**Run 1: cell density map**

The die is cut into 8 by 8 equal tiles; white is low, dark blue is high, 0 to 100% covered.
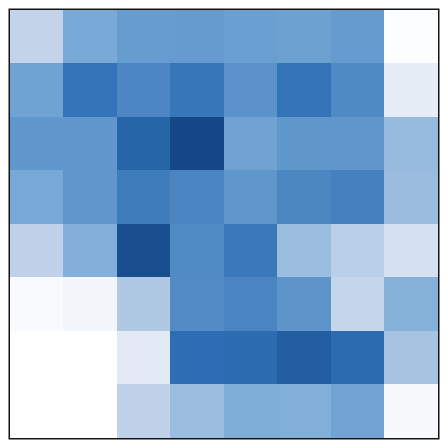
**Run 1: met2 routing**

Cells faint in the background.
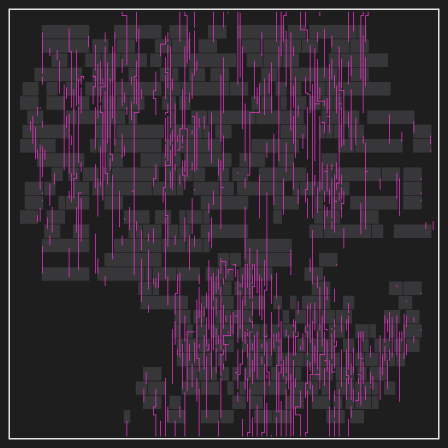
**Run 1: sequential cells grouped by signal name**

Other cells in grey.
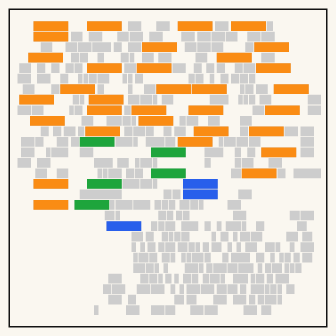
File: config.mk
export PLATFORM = sky130hd
export DESIGN_NAME = mc_control_fsm
export DESIGN_NICKNAME = d
export VERILOG_FILES = /design/src/rtl/mc_control_fsm.sv
export SDC_FILE = /design/constraint.sdc
export NUM_CORES = 1
export LEC_CHECK = 0
export CAP_MARGIN = 10
export CORE_MARGIN = 1
export CORE_UTILIZATION = 40
export CTS_CLUSTER_DIAMETER = 60
export DETAILED_ROUTE_END_ITERATION = 6
export PLACE_DENSITY = 0.75
export SLEW_MARGIN = 10
export SYNTH_ARGS = -nofsm -noshare
export SYNTH_HDL_FRONTEND = slang
export SYNTH_SLANG_ARGS = --single-unit
File: constraint.sdc
create_clock -name CLK -period 4 [get_ports CLK]
set_clock_uncertainty 0.05 [all_clocks]
set_input_delay 0.8 -clock CLK [delete_from_list [all_inputs] [get_ports CLK]]
set_output_delay 0.8 -clock CLK [all_outputs]
set_load 0.05 [all_outputs]
File: src/rtl/mc_control_fsm.sv
`default_nettype none
// ============================================================================
// Module   : mc_control_fsm
// Brief    : Multicycle MIPS-subset controller with req/ready memory handshakes,
//            wait watchdog, illegal-opcode policy and retired-instruction count.
// Revision : 1.0  initial release
// ============================================================================
module mc_control_fsm #(
    parameter int TIMEOUT_CYCLES  = 16,
    parameter int CNT_W           = 5,
    parameter bit HALT_ON_ILLEGAL = 1'b1,
    parameter int RET_W           = 32
) (
    input  logic             CLK,
    input  logic             RST,
    input  logic [5:0]       op,
    input  logic             Zero,
    input  logic             imem_ready,
    input  logic             dmem_ready,
    output logic             imem_req,
    output logic             dmem_req,
    output logic             PCWre,
    output logic             IRWre,
    output logic             RegWre,
    output logic             ExtSel,
    output logic             ALUSrcA,
    output logic             ALUSrcB,
    output logic             WrRegDSrc,
    output logic             ALUM2Reg,
    output logic             RD,
    output logic             WR,
    output logic             InsMemRW,
    output logic [1:0]       RegDst,
    output logic [1:0]       PCSrc,
    output logic [2:0]       ALUCtrl,
    output logic [2:0]       state,
    output logic             err,
    output logic [RET_W-1:0] retired
);

    localparam logic [5:0] c_OP_ADD  = 6'b000000;
    localparam logic [5:0] c_OP_SUB  = 6'b000001;
    localparam logic [5:0] c_OP_ADDI = 6'b000010;
    localparam logic [5:0] c_OP_OR   = 6'b010000;
    localparam logic [5:0] c_OP_AND  = 6'b010001;
    localparam logic [5:0] c_OP_ORI  = 6'b010010;
    localparam logic [5:0] c_OP_SLL  = 6'b011000;
    localparam logic [5:0] c_OP_SLT  = 6'b100111;
    localparam logic [5:0] c_OP_SW   = 6'b110000;
    localparam logic [5:0] c_OP_LW   = 6'b110001;
    localparam logic [5:0] c_OP_BEQ  = 6'b110100;
    localparam logic [5:0] c_OP_J    = 6'b111000;
    localparam logic [5:0] c_OP_JR   = 6'b111001;
    localparam logic [5:0] c_OP_JAL  = 6'b111010;
    localparam logic [5:0] c_OP_HALT = 6'b111111;

    localparam logic [2:0] c_ALU_ADD = 3'b000;
    localparam logic [2:0] c_ALU_SUB = 3'b001;
    localparam logic [2:0] c_ALU_SLL = 3'b010;
    localparam logic [2:0] c_ALU_OR  = 3'b011;
    localparam logic [2:0] c_ALU_AND = 3'b100;
    localparam logic [2:0] c_ALU_SLT = 3'b101;

    localparam logic [1:0] c_PC_INC    = 2'b00;
    localparam logic [1:0] c_PC_BRANCH = 2'b01;
    localparam logic [1:0] c_PC_RS     = 2'b10;
    localparam logic [1:0] c_PC_JUMP   = 2'b11;

    localparam logic [1:0] c_DST_RA = 2'b00;
    localparam logic [1:0] c_DST_RT = 2'b01;
    localparam logic [1:0] c_DST_RD = 2'b10;

    typedef enum logic [2:0] {
        S_IF   = 3'b000,
        S_ID   = 3'b001,
        S_EXE  = 3'b010,
        S_MEM  = 3'b011,
        S_WB   = 3'b100,
        S_HALT = 3'b101,
        S_ERR  = 3'b110
    } state_t;

    state_t             r_state;
    state_t             w_next;
    logic [CNT_W-1:0]   r_waitCnt;
    logic [RET_W-1:0]   r_retired;
    logic               w_timeout;

    // Opcode decode
    logic       w_legal;
    logic       w_isRType;
    logic       w_isImm;
    logic       w_signExt;
    logic       w_isLoad;
    logic       w_isStore;
    logic       w_isBeq;
    logic       w_isSll;
    logic       w_isJ;
    logic       w_isJr;
    logic       w_isJal;
    logic       w_isHalt;
    logic [2:0] w_aluOp;

    // Ungated strobes
    logic       w_imemReq;
    logic       w_dmemReq;
    logic       w_pcWre;
    logic       w_irWre;
    logic       w_regWre;
    logic       w_extSel;
    logic       w_aluSrcA;
    logic       w_aluSrcB;
    logic       w_wrRegDSrc;
    logic       w_aluM2Reg;
    logic       w_rd;
    logic       w_wr;
    logic [1:0] w_regDst;
    logic [1:0] w_pcSrc;
    logic [2:0] w_aluCtrl;

    always_comb begin
        w_legal   = 1'b1;
        w_isRType = 1'b0;
        w_isImm   = 1'b0;
        w_signExt = 1'b0;
        w_isLoad  = 1'b0;
        w_isStore = 1'b0;
        w_isBeq   = 1'b0;
        w_isSll   = 1'b0;
        w_isJ     = 1'b0;
        w_isJr    = 1'b0;
        w_isJal   = 1'b0;
        w_isHalt  = 1'b0;
        w_aluOp   = c_ALU_ADD;
        case (op)
            c_OP_ADD:  w_isRType = 1'b1;
            c_OP_SUB:  begin w_isRType = 1'b1; w_aluOp = c_ALU_SUB; end
            c_OP_ADDI: begin w_isImm = 1'b1; w_signExt = 1'b1; end
            c_OP_OR:   begin w_isRType = 1'b1; w_aluOp = c_ALU_OR; end
            c_OP_AND:  begin w_isRType = 1'b1; w_aluOp = c_ALU_AND; end
            c_OP_ORI:  begin w_isImm = 1'b1; w_aluOp = c_ALU_OR; end
            c_OP_SLL:  begin w_isRType = 1'b1; w_isSll = 1'b1; w_aluOp = c_ALU_SLL; end
            c_OP_SLT:  begin w_isRType = 1'b1; w_aluOp = c_ALU_SLT; end
            c_OP_SW:   begin w_isImm = 1'b1; w_signExt = 1'b1; w_isStore = 1'b1; end
            c_OP_LW:   begin w_isImm = 1'b1; w_signExt = 1'b1; w_isLoad = 1'b1; end
            c_OP_BEQ:  begin w_signExt = 1'b1; w_isBeq = 1'b1; w_aluOp = c_ALU_SUB; end
            c_OP_J:    w_isJ = 1'b1;
            c_OP_JR:   w_isJr = 1'b1;
            c_OP_JAL:  w_isJal = 1'b1;
            c_OP_HALT: w_isHalt = 1'b1;
            default:   w_legal = 1'b0;
        endcase
    end

    // Watchdog fires on the last allowed wait cycle unless ready arrives then.
    generate
        if (TIMEOUT_CYCLES != 0) begin : g_watchdog
            localparam logic [CNT_W-1:0] c_WAIT_LAST = CNT_W'(TIMEOUT_CYCLES - 1);
            assign w_timeout = (r_waitCnt == c_WAIT_LAST);
        end else begin : g_noWatchdog
            assign w_timeout = 1'b0;
        end
    endgenerate

    always_comb begin
        w_next      = r_state;
        w_imemReq   = 1'b0;
        w_dmemReq   = 1'b0;
        w_pcWre     = 1'b0;
        w_irWre     = 1'b0;
        w_regWre    = 1'b0;
        w_extSel    = 1'b0;
        w_aluSrcA   = 1'b0;
        w_aluSrcB   = 1'b0;
        w_wrRegDSrc = 1'b0;
        w_aluM2Reg  = 1'b0;
        w_rd        = 1'b0;
        w_wr        = 1'b0;
        w_regDst    = c_DST_RA;
        w_pcSrc     = c_PC_INC;
        w_aluCtrl   = c_ALU_ADD;
        case (r_state)
            S_IF: begin
                w_imemReq = 1'b1;
                if (imem_ready) begin
                    w_irWre = 1'b1;
                    w_next  = S_ID;
                end else if (w_timeout) begin
                    w_next = S_ERR;
                end
            end
            S_ID: begin
                if (w_isJ) begin
                    w_pcWre = 1'b1;
                    w_pcSrc = c_PC_JUMP;
                    w_next  = S_IF;
                end else if (w_isJr) begin
                    w_pcWre = 1'b1;
                    w_pcSrc = c_PC_RS;
                    w_next  = S_IF;
                end else if (w_isJal) begin
                    w_pcWre     = 1'b1;
                    w_pcSrc     = c_PC_JUMP;
                    w_regWre    = 1'b1;
                    w_regDst    = c_DST_RA;
                    w_wrRegDSrc = 1'b0;
                    w_next      = S_IF;
                end else if (w_isHalt) begin
                    w_next = S_HALT;
                end else if (!w_legal) begin
                    if (HALT_ON_ILLEGAL) begin
                        w_next = S_ERR;
                    end else begin
                        w_pcWre = 1'b1;
                        w_pcSrc = c_PC_INC;
                        w_next  = S_IF;
                    end
                end else begin
                    w_next = S_EXE;
                end
            end
            S_EXE: begin
                w_aluSrcA = w_isSll;
                w_aluSrcB = w_isImm;
                w_extSel  = w_signExt;
                w_aluCtrl = w_aluOp;
                if (w_isBeq) begin
                    w_pcWre = 1'b1;
                    w_pcSrc = Zero ? c_PC_BRANCH : c_PC_INC;
                    w_next  = S_IF;
                end else if (w_isLoad || w_isStore) begin
                    w_next = S_MEM;
                end else begin
                    w_next = S_WB;
                end
            end
            S_MEM: begin
                w_dmemReq  = 1'b1;
                w_rd       = w_isLoad;
                w_wr       = w_isStore;
                w_aluM2Reg = w_isLoad;
                if (dmem_ready) begin
                    if (w_isStore) begin
                        w_pcWre = 1'b1;
                        w_pcSrc = c_PC_INC;
                        w_next  = S_IF;
                    end else begin
                        w_next = S_WB;
                    end
                end else if (w_timeout) begin
                    w_next = S_ERR;
                end
            end
            S_WB: begin
                w_regWre    = 1'b1;
                w_wrRegDSrc = 1'b1;
                w_pcWre     = 1'b1;
                w_pcSrc     = c_PC_INC;
                w_regDst    = w_isRType ? c_DST_RD : c_DST_RT;
                w_aluM2Reg  = w_isLoad;
                w_next      = S_IF;
            end
            default: begin
                w_next = r_state;
            end
        endcase
    end

    // Requests and write strobes drop the instant reset asserts.
    assign imem_req  = RST & w_imemReq;
    assign dmem_req  = RST & w_dmemReq;
    assign PCWre     = RST & w_pcWre;
    assign IRWre     = RST & w_irWre;
    assign RegWre    = RST & w_regWre;
    assign RD        = RST & w_rd;
    assign WR        = RST & w_wr;
    assign ExtSel    = w_extSel;
    assign ALUSrcA   = w_aluSrcA;
    assign ALUSrcB   = w_aluSrcB;
    assign WrRegDSrc = w_wrRegDSrc;
    assign ALUM2Reg  = w_aluM2Reg;
    assign RegDst    = w_regDst;
    assign PCSrc     = w_pcSrc;
    assign ALUCtrl   = w_aluCtrl;
    assign InsMemRW  = 1'b1;

    always_ff @(posedge CLK or negedge RST) begin
        if (!RST) begin
            r_state   <= S_IF;
            r_waitCnt <= '0;
            r_retired <= '0;
        end else begin
            r_state <= w_next;
            if (w_next != r_state) begin
                r_waitCnt <= '0;
            end else if ((r_state == S_IF) || (r_state == S_MEM)) begin
                r_waitCnt <= r_waitCnt + CNT_W'(1);
            end
            if (w_pcWre) begin
                r_retired <= r_retired + RET_W'(1);
            end
        end
    end

    assign state   = r_state;
    assign err     = (r_state == S_ERR);
    assign retired = r_retired;

endmodule
`default_nettype wire

==> run notes, run 1 <==
Summary of the current implementation state.

- Summed over all nets, wire length on met2 after detailed routing comes to 2680 um.
- The longest individual stage delay on the worst path is 820 ps, for reference.
- The number of buffers and inverters on the critical path is 2.
- After synthesis, the mean cell area works out to 8.91 um^2.
- The register with the most flip-flops in the layout has 32 of them.
- The pin closest to its max-slew limit shows a slew of 518 ps.
- The clock period could shrink to 3610 ps.
- Row generation in the floorplan step produced 28 rows.
- The final critical path takes up 90.2% of the cycle.
- After synthesis, the largest family of logic cells by area is simple AND/OR/NAND/NOR gates.
- By startpoint and endpoint, the worst setup path is classified as input port to primary output.
- The layout stage reports a final design area of 3270 um^2.
- The complex-gate fraction of the synthesized area is 8.33%, for reference.
- In the final report, the number of pins over their slew limit comes to 0.
- The final-layout fill cell count is 562, for reference.
- The number of enable-type register cells in the synthesized netlist is 0, for reference.
- Entering global routing, the biggest net connects 34 pins.
- The number of cells in the design after placement is 408, for reference.
- On the critical path the data arrives at 2760 ps.
- The post-CTS setup repair buffer count is 0, for reference.
- The overall die area is 6670 um^2, for reference.
- The clock net sink count is 40, for reference.
- The endpoint type of the worst setup path is a primary output, for reference.
- The sequential cell power is 0.567 mW, for reference.
- The final weighted congestion recorded by global placement is 0.907.
- The count of endpoints failing setup in the final report is 0, for reference.
- The layout report lists the multi-input gate area as 1380 um^2.
- The tightest min-delay check is of the input port to async pin type.
- The number of resized instances in the post-cts repair step is 0, for reference.
- Buffers placed on the I/O ports in this run total 65.
- The power report attributes to the clock group a share of 19.5%.
- The power density of the placed cells is 507 nW/um^2, for reference.
- The leakage power of the design is 1.35 nW, for reference.
- The count of state elements after synthesis is 40, for reference.
- The total power is 1.66 mW, for reference.
- STA classifies the critical path startpoint as an input port.
- In the log, the iteration count for the first detailed-route pass is 4.
- Yosys reports a chip area of 2540 um^2.
- Pin placement for this block handled 67 I/O pins.
- The run finished with clean final reports.
- The tool flagged a number of max-cap violations equal to 0.
- The most used flip-flop cell is sky130_fd_sc_hd__dfrtp_1, for reference.
- The die is 81.7 um wide.
- According to the dpl log, the detail-placed design has an HPWL of 4200 um.
- The cell with the largest stage delay on the worst path is sky130_fd_sc_hd__clkdlybuf4s50_1, for reference.
- The script logs the mean routed wire length per placed instance as 13.9 um.
- OpenSTA, run right after detailed placement, puts the worst setup slack at 394 ps.
- The share of total power in sequential cells is 34.2%, for reference.
- The detailed-route vias per instance is 5.40, for reference.
- The relative area change from synthesis to final layout is 28.9%, for reference.
About 'cell density map':
The fullest tile reaches 90%. The emptiest ninth of the die: south-west. The mean over all tiles is 48%. 11% of the tiles are over 75% full. 7.8% of the tiles are nearly empty.

About 'met2 routing':
304 nets have wire on it. The longest straight run is 31.0 um.
total number of vias: 2247
routed wire length: 5770 um
met2 Use GR: 27.8%

About 'sequential cells grouped by signal name':
Key: orange = retired [sequential cells 32]; blue = state [sequential cells 3]; green = r_waitCnt [sequential cells 5]

==> run 1: worst paths after layout <==
kind | from | to | slack [ps] | depth (start not counted)
min in group CLK | retired[31] | retired[31] | 420 | 1
max | op[4] | ALUSrcA | 390 | 5
max in group asynchronous | RST | state[2] | 2880 | 2
max reg2reg | state[0] | retired[1] | 1680 | 5
min | RST | retired[30] | 320 | 1
min reg2reg | retired[31] | retired[31] | 420 | 1
==> run 1: cell type report <==
| cell class | instances | area share (%) |
|---|---|---|
| Timing Repair Buffer | 69 | 20.1 |
| Tap cell | 75 | 2.87 |
| Clock buffer | 6 | 2.22 |
| Clock inverter | 2 | 1.07 |
| Inverter | 8 | 0.917 |
| Multi-Input combinational cell | 216 | 42.2 |
| Sequential cell | 40 | 30.6 |
## Run 2: what changed since run 1
--- a/config.mk
+++ b/config.mk
@@ -7,10 +7,10 @@
 export LEC_CHECK = 0
 export CAP_MARGIN = 10
 export CORE_MARGIN = 1
-export CORE_UTILIZATION = 40
+export CORE_UTILIZATION = 45
 export CTS_CLUSTER_DIAMETER = 60
 export DETAILED_ROUTE_END_ITERATION = 6
-export PLACE_DENSITY = 0.75
+export PLACE_DENSITY = 0.82
 export SLEW_MARGIN = 10
 export SYNTH_ARGS = -nofsm -noshare
 export SYNTH_HDL_FRONTEND = slang
==> run 2 against run 1 <==
  * Power decreased by 2.6%
  * Global-route usage increased by 3.8 points
  * Sequential cell count did not move
  * Clock-buffer cell count up 2
  * Synthesized cell count did not move
  * Synthesized area stayed put
  * Register-to-register slack worse by 40 ps
  * Sequential share of layout area rose by 0.22 points
  * Non-clock buffer count did not move
  * Wire length up 5.9%
  * Clock power down 16%
  * Critical path depth unchanged
==> run notes, run 2 <==
Summary of the current implementation state.

- The worst setup path is captured at a primary output.
- The synthesized netlist devotes 8.33% of its cell area to compound gates.
- The detailed router reports a met2 wire length of 3040 um.
- For the pin with the worst max-slew slack, the measured transition is 630 ps.
- At the end of routability-driven placement, the weighted congestion stood at 0.859.
- Once layout is done, the placed cells without fillers occupy 3250 um^2.
- The script extracted a total leakage power of 1.34 nW.
- As logged by OpenROAD, the buffers inserted on ports number 65.
- The register with the most flip-flops in the layout has 32 of them.
- The flow reported a cell area power density of 497 nW/um^2.
- The chip area estimate from yosys synthesis is 2540 um^2, for reference.
- The number of max-cap violations is 0, for reference.
- The die covers 5950 um^2.
- The most used flip-flop cell is sky130_fd_sc_hd__dfrtp_1, for reference.
- The end-of-flow timing check tallies setup violations at 0.
- The number of cells in the design after placement is 403, for reference.
- The arrival time at the worst endpoint is 2800 ps, for reference.
- In this run the layout overhead on the synthesized area is reported as 28.0%.
- Per the OpenROAD timing report, the critical path contains 5 cells.
- The post-CTS setup repair buffer count is 0, for reference.
- The final wirelength is 6110 um, for reference.
- The longest incremental delay of any stage on the critical path is reported as 830 ps.
- The cell with the largest stage delay on the worst path is sky130_fd_sc_hd__clkdlybuf4s50_1, for reference.
- The worst setup path is launched from an input port.
- The clock net sink count is 40, for reference.
- The destination of the worst register-to-register timing path is retired[1], for reference.
- The post-route clock period utilization is 91.2%, for reference.
- According to the report, the first pass of detailed routing completed in 4 iterations.
- For this run, the detailed router reports a per-instance via density of 5.68.
- Summing internal, switching and leakage power gives 1.61 mW.
- In the placement report, post-DP HPWL is listed as 4410 um.
- The timing report notes that buffer and inverter cells on the critical path total 2.
- 67 I/O pins were placed.
- The run finished with clean final reports.
- The number of max-slew violations in the final report is 0, for reference.
- The class of the most critical setup path is input port to primary output, for reference.
- STA shows the worst reg2reg path with a cell count of 5.
- The critical register-to-register path startpoint is state[0], for reference.
- After clock tree synthesis, the repair step resized 0 gates.
- The reg2reg setup slack is 1640 ps, for reference.
- TritonRoute output was used to compute an average wire per cell of 14.9 um.
- The final route contains 2333 vias.
- The worst hold path belongs to the class input port to async pin.
[run 2: area by class of cell]
class / instances / area, um^2 / area share, %
Timing Repair Buffer: 69 / 658 / 20.3
Inverter: 8 / 30.0 / 0.924
Clock buffer: 8 / 90.1 / 2.77
Multi-Input combinational cell: 216 / 1380 / 42.5
Tap cell: 70 / 87.6 / 2.70
Sequential cell: 40 / 1000 / 30.8
[run 2: worst max-delay path by stage]
| stage | start | end | slack, ps |
|---|---|---|---|
| after floorplan | state[0] | WR | 410 |
| after global routing | op[4] | ALUCtrl[1] | 260 |
| after global placement | op[4] | ALUSrcA | 420 |
| after detailed placement | op[4] | ALUSrcA | 390 |
| final | op[4] | ALUSrcA | 350 |
| after CTS | op[4] | ALUSrcA | 370 |
**Run 2: cell density map**

The die is cut into 8 by 8 equal tiles; white is low, dark blue is high, 0 to 100% covered.
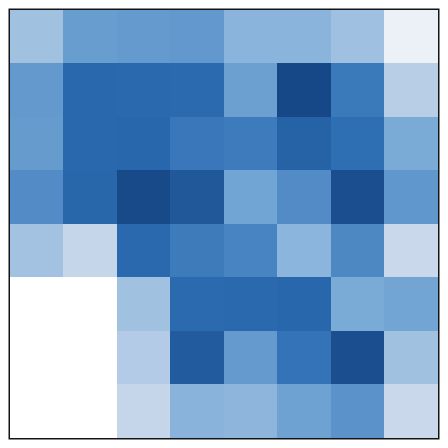
The fullest tile reaches 91%. The emptiest ninth of the die: south-west. 27% of the tiles are over 75% full. 9.4% of the tiles are nearly empty. The mean over all tiles is 53%.

**Run 2: met2 routing**

Cells faint in the background.
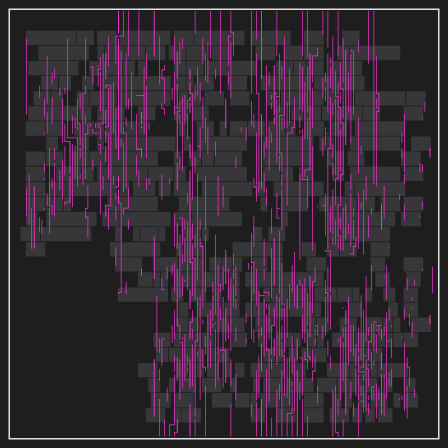
The longest straight run is 31.1 um. The layer holds 50% of the routed length. The layer carries 3040 um of wire. 312 nets have wire on it. The wires run mostly vertical.

## Run 3: what changed since run 2
--- a/config.mk
+++ b/config.mk
@@ -10,6 +10,7 @@
 export CORE_UTILIZATION = 45
 export CTS_CLUSTER_DIAMETER = 60
 export DETAILED_ROUTE_END_ITERATION = 6
+export HOLD_SLACK_MARGIN = 0.05
 export PLACE_DENSITY = 0.82
 export SLEW_MARGIN = 10
 export SYNTH_ARGS = -nofsm -noshare
**Run 3: cell density map**

The die is cut into 8 by 8 equal tiles; white is low, dark blue is high, 0 to 100% covered.
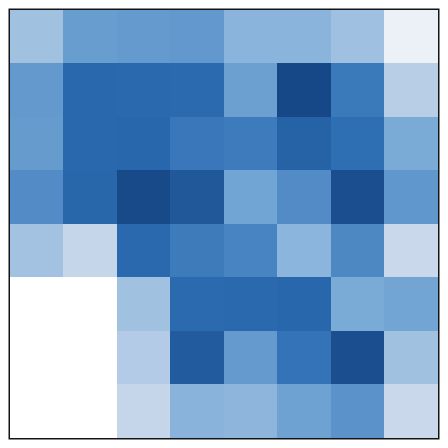
share of the core filled with cells: 61.7%
share of the core filled by cells before placement: 48.2%
core region area: 5270 um^2

**Run 3: M1 wires**

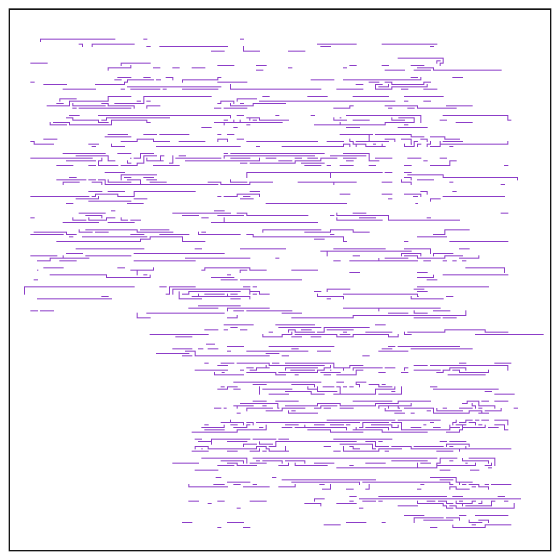
The layer holds 44% of the routed length. The longest straight run is 26.2 um. The wires run mostly horizontal. The layer carries 2690 um of wire. 303 nets have wire on it.

==> run 3 against run 2 <==
  * Global-route usage unchanged
  * Synthesized area unchanged
  * Sequential cell count unchanged
  * Clock power about the same
  * Maximum frequency unchanged
  * Hold slack unchanged
  * Via count unchanged
  * Largest power group unchanged
  * Highest routed layer unchanged
==> run notes, run 3 <==
Summary of the current implementation state.

- Power comes to 1.61 mW.
- Counting both buffers and inverters, the worst setup path holds a total of 2.
- The longest individual stage delay on the worst path is 830 ps, for reference.
- The post-route clock period utilization is 91.2%, for reference.
- For this sky-water flow run, the detailed-routed wirelength per cell is reported as 14.9 um.
- After synthesis, the largest family of logic cells by area is simple AND/OR/NAND/NOR gates.
- The total of buffers placed on input and output ports is 65, for reference.
- At the placement stage, the worst setup path has a slack of 386 ps.
- The endpoint type of the worst setup path is a primary output, for reference.
- Yosys reported a register bit count of 40.
- The class of the most critical setup path is input port to primary output, for reference.
- The number of max-slew violations in the final report is 0, for reference.
- The overall die width is 77.1 um, for reference.
- Averaged over all synthesized cells, the footprint is 8.91 um^2.
- For this block, the via count after detailed routing is 2333.
- Fill cells in the final layout number 477.
- The flow ran to the end, and the final reports show no timing, DRC or antenna violations.
- The number of setup buffers added after CTS is 0.
- The cell with the largest stage delay on the worst path is sky130_fd_sc_hd__clkdlybuf4s50_1, for reference.
- The flow reports that the clock network draws 16.8% of the design power.
- The most used flip-flop cell is sky130_fd_sc_hd__dfrtp_1, for reference.
- The final wirelength is 6110 um, for reference.
- The congestion estimate from routability-driven global placement came to 0.859.
- The HPWL reported at the end of detailed placement is 4410 um, for reference.
- The floorplan has 26 rows.
- The tool flagged a number of max-cap violations equal to 0.
- The flip-flop count of the largest register, all copies and words added is 32, for reference.
- The arrival time at the worst endpoint is 2800 ps, for reference.
- The min-delay analysis places its worst path in the category input port to async pin.
- The number of enable-type register cells in the synthesized netlist is 0, for reference.
-- run 3: area by class of cell --
| class | instances | area [um^2] | share of cell area (%) |
|---|---|---|---|
| flip-flops and latches | 40 | 1000 | 30.8 |
| repair buffers | 69 | 658 | 20.3 |
| well taps | 70 | 87.6 | 2.70 |
| inverters | 8 | 30.0 | 0.924 |
| clock buffers | 8 | 90.1 | 2.77 |
| multi-input cells | 216 | 1380 | 42.5 |
-- run 3: path summary, 6_finish.rpt --
path	from	to	slack, ps	depth (start not counted)
hold / removal	RST	state[0]	310	1
setup / recovery	op[4]	ALUSrcA	350	5
hold reg to reg	retired[31]	retired[31]	420	1
setup reg to reg	state[0]	retired[1]	1640	5
max in group asynchronous	RST	retired[19]	2900	2
min in group CLK	retired[31]	retired[31]	420	1
Power is estimated from default activity; no workload was simulated.
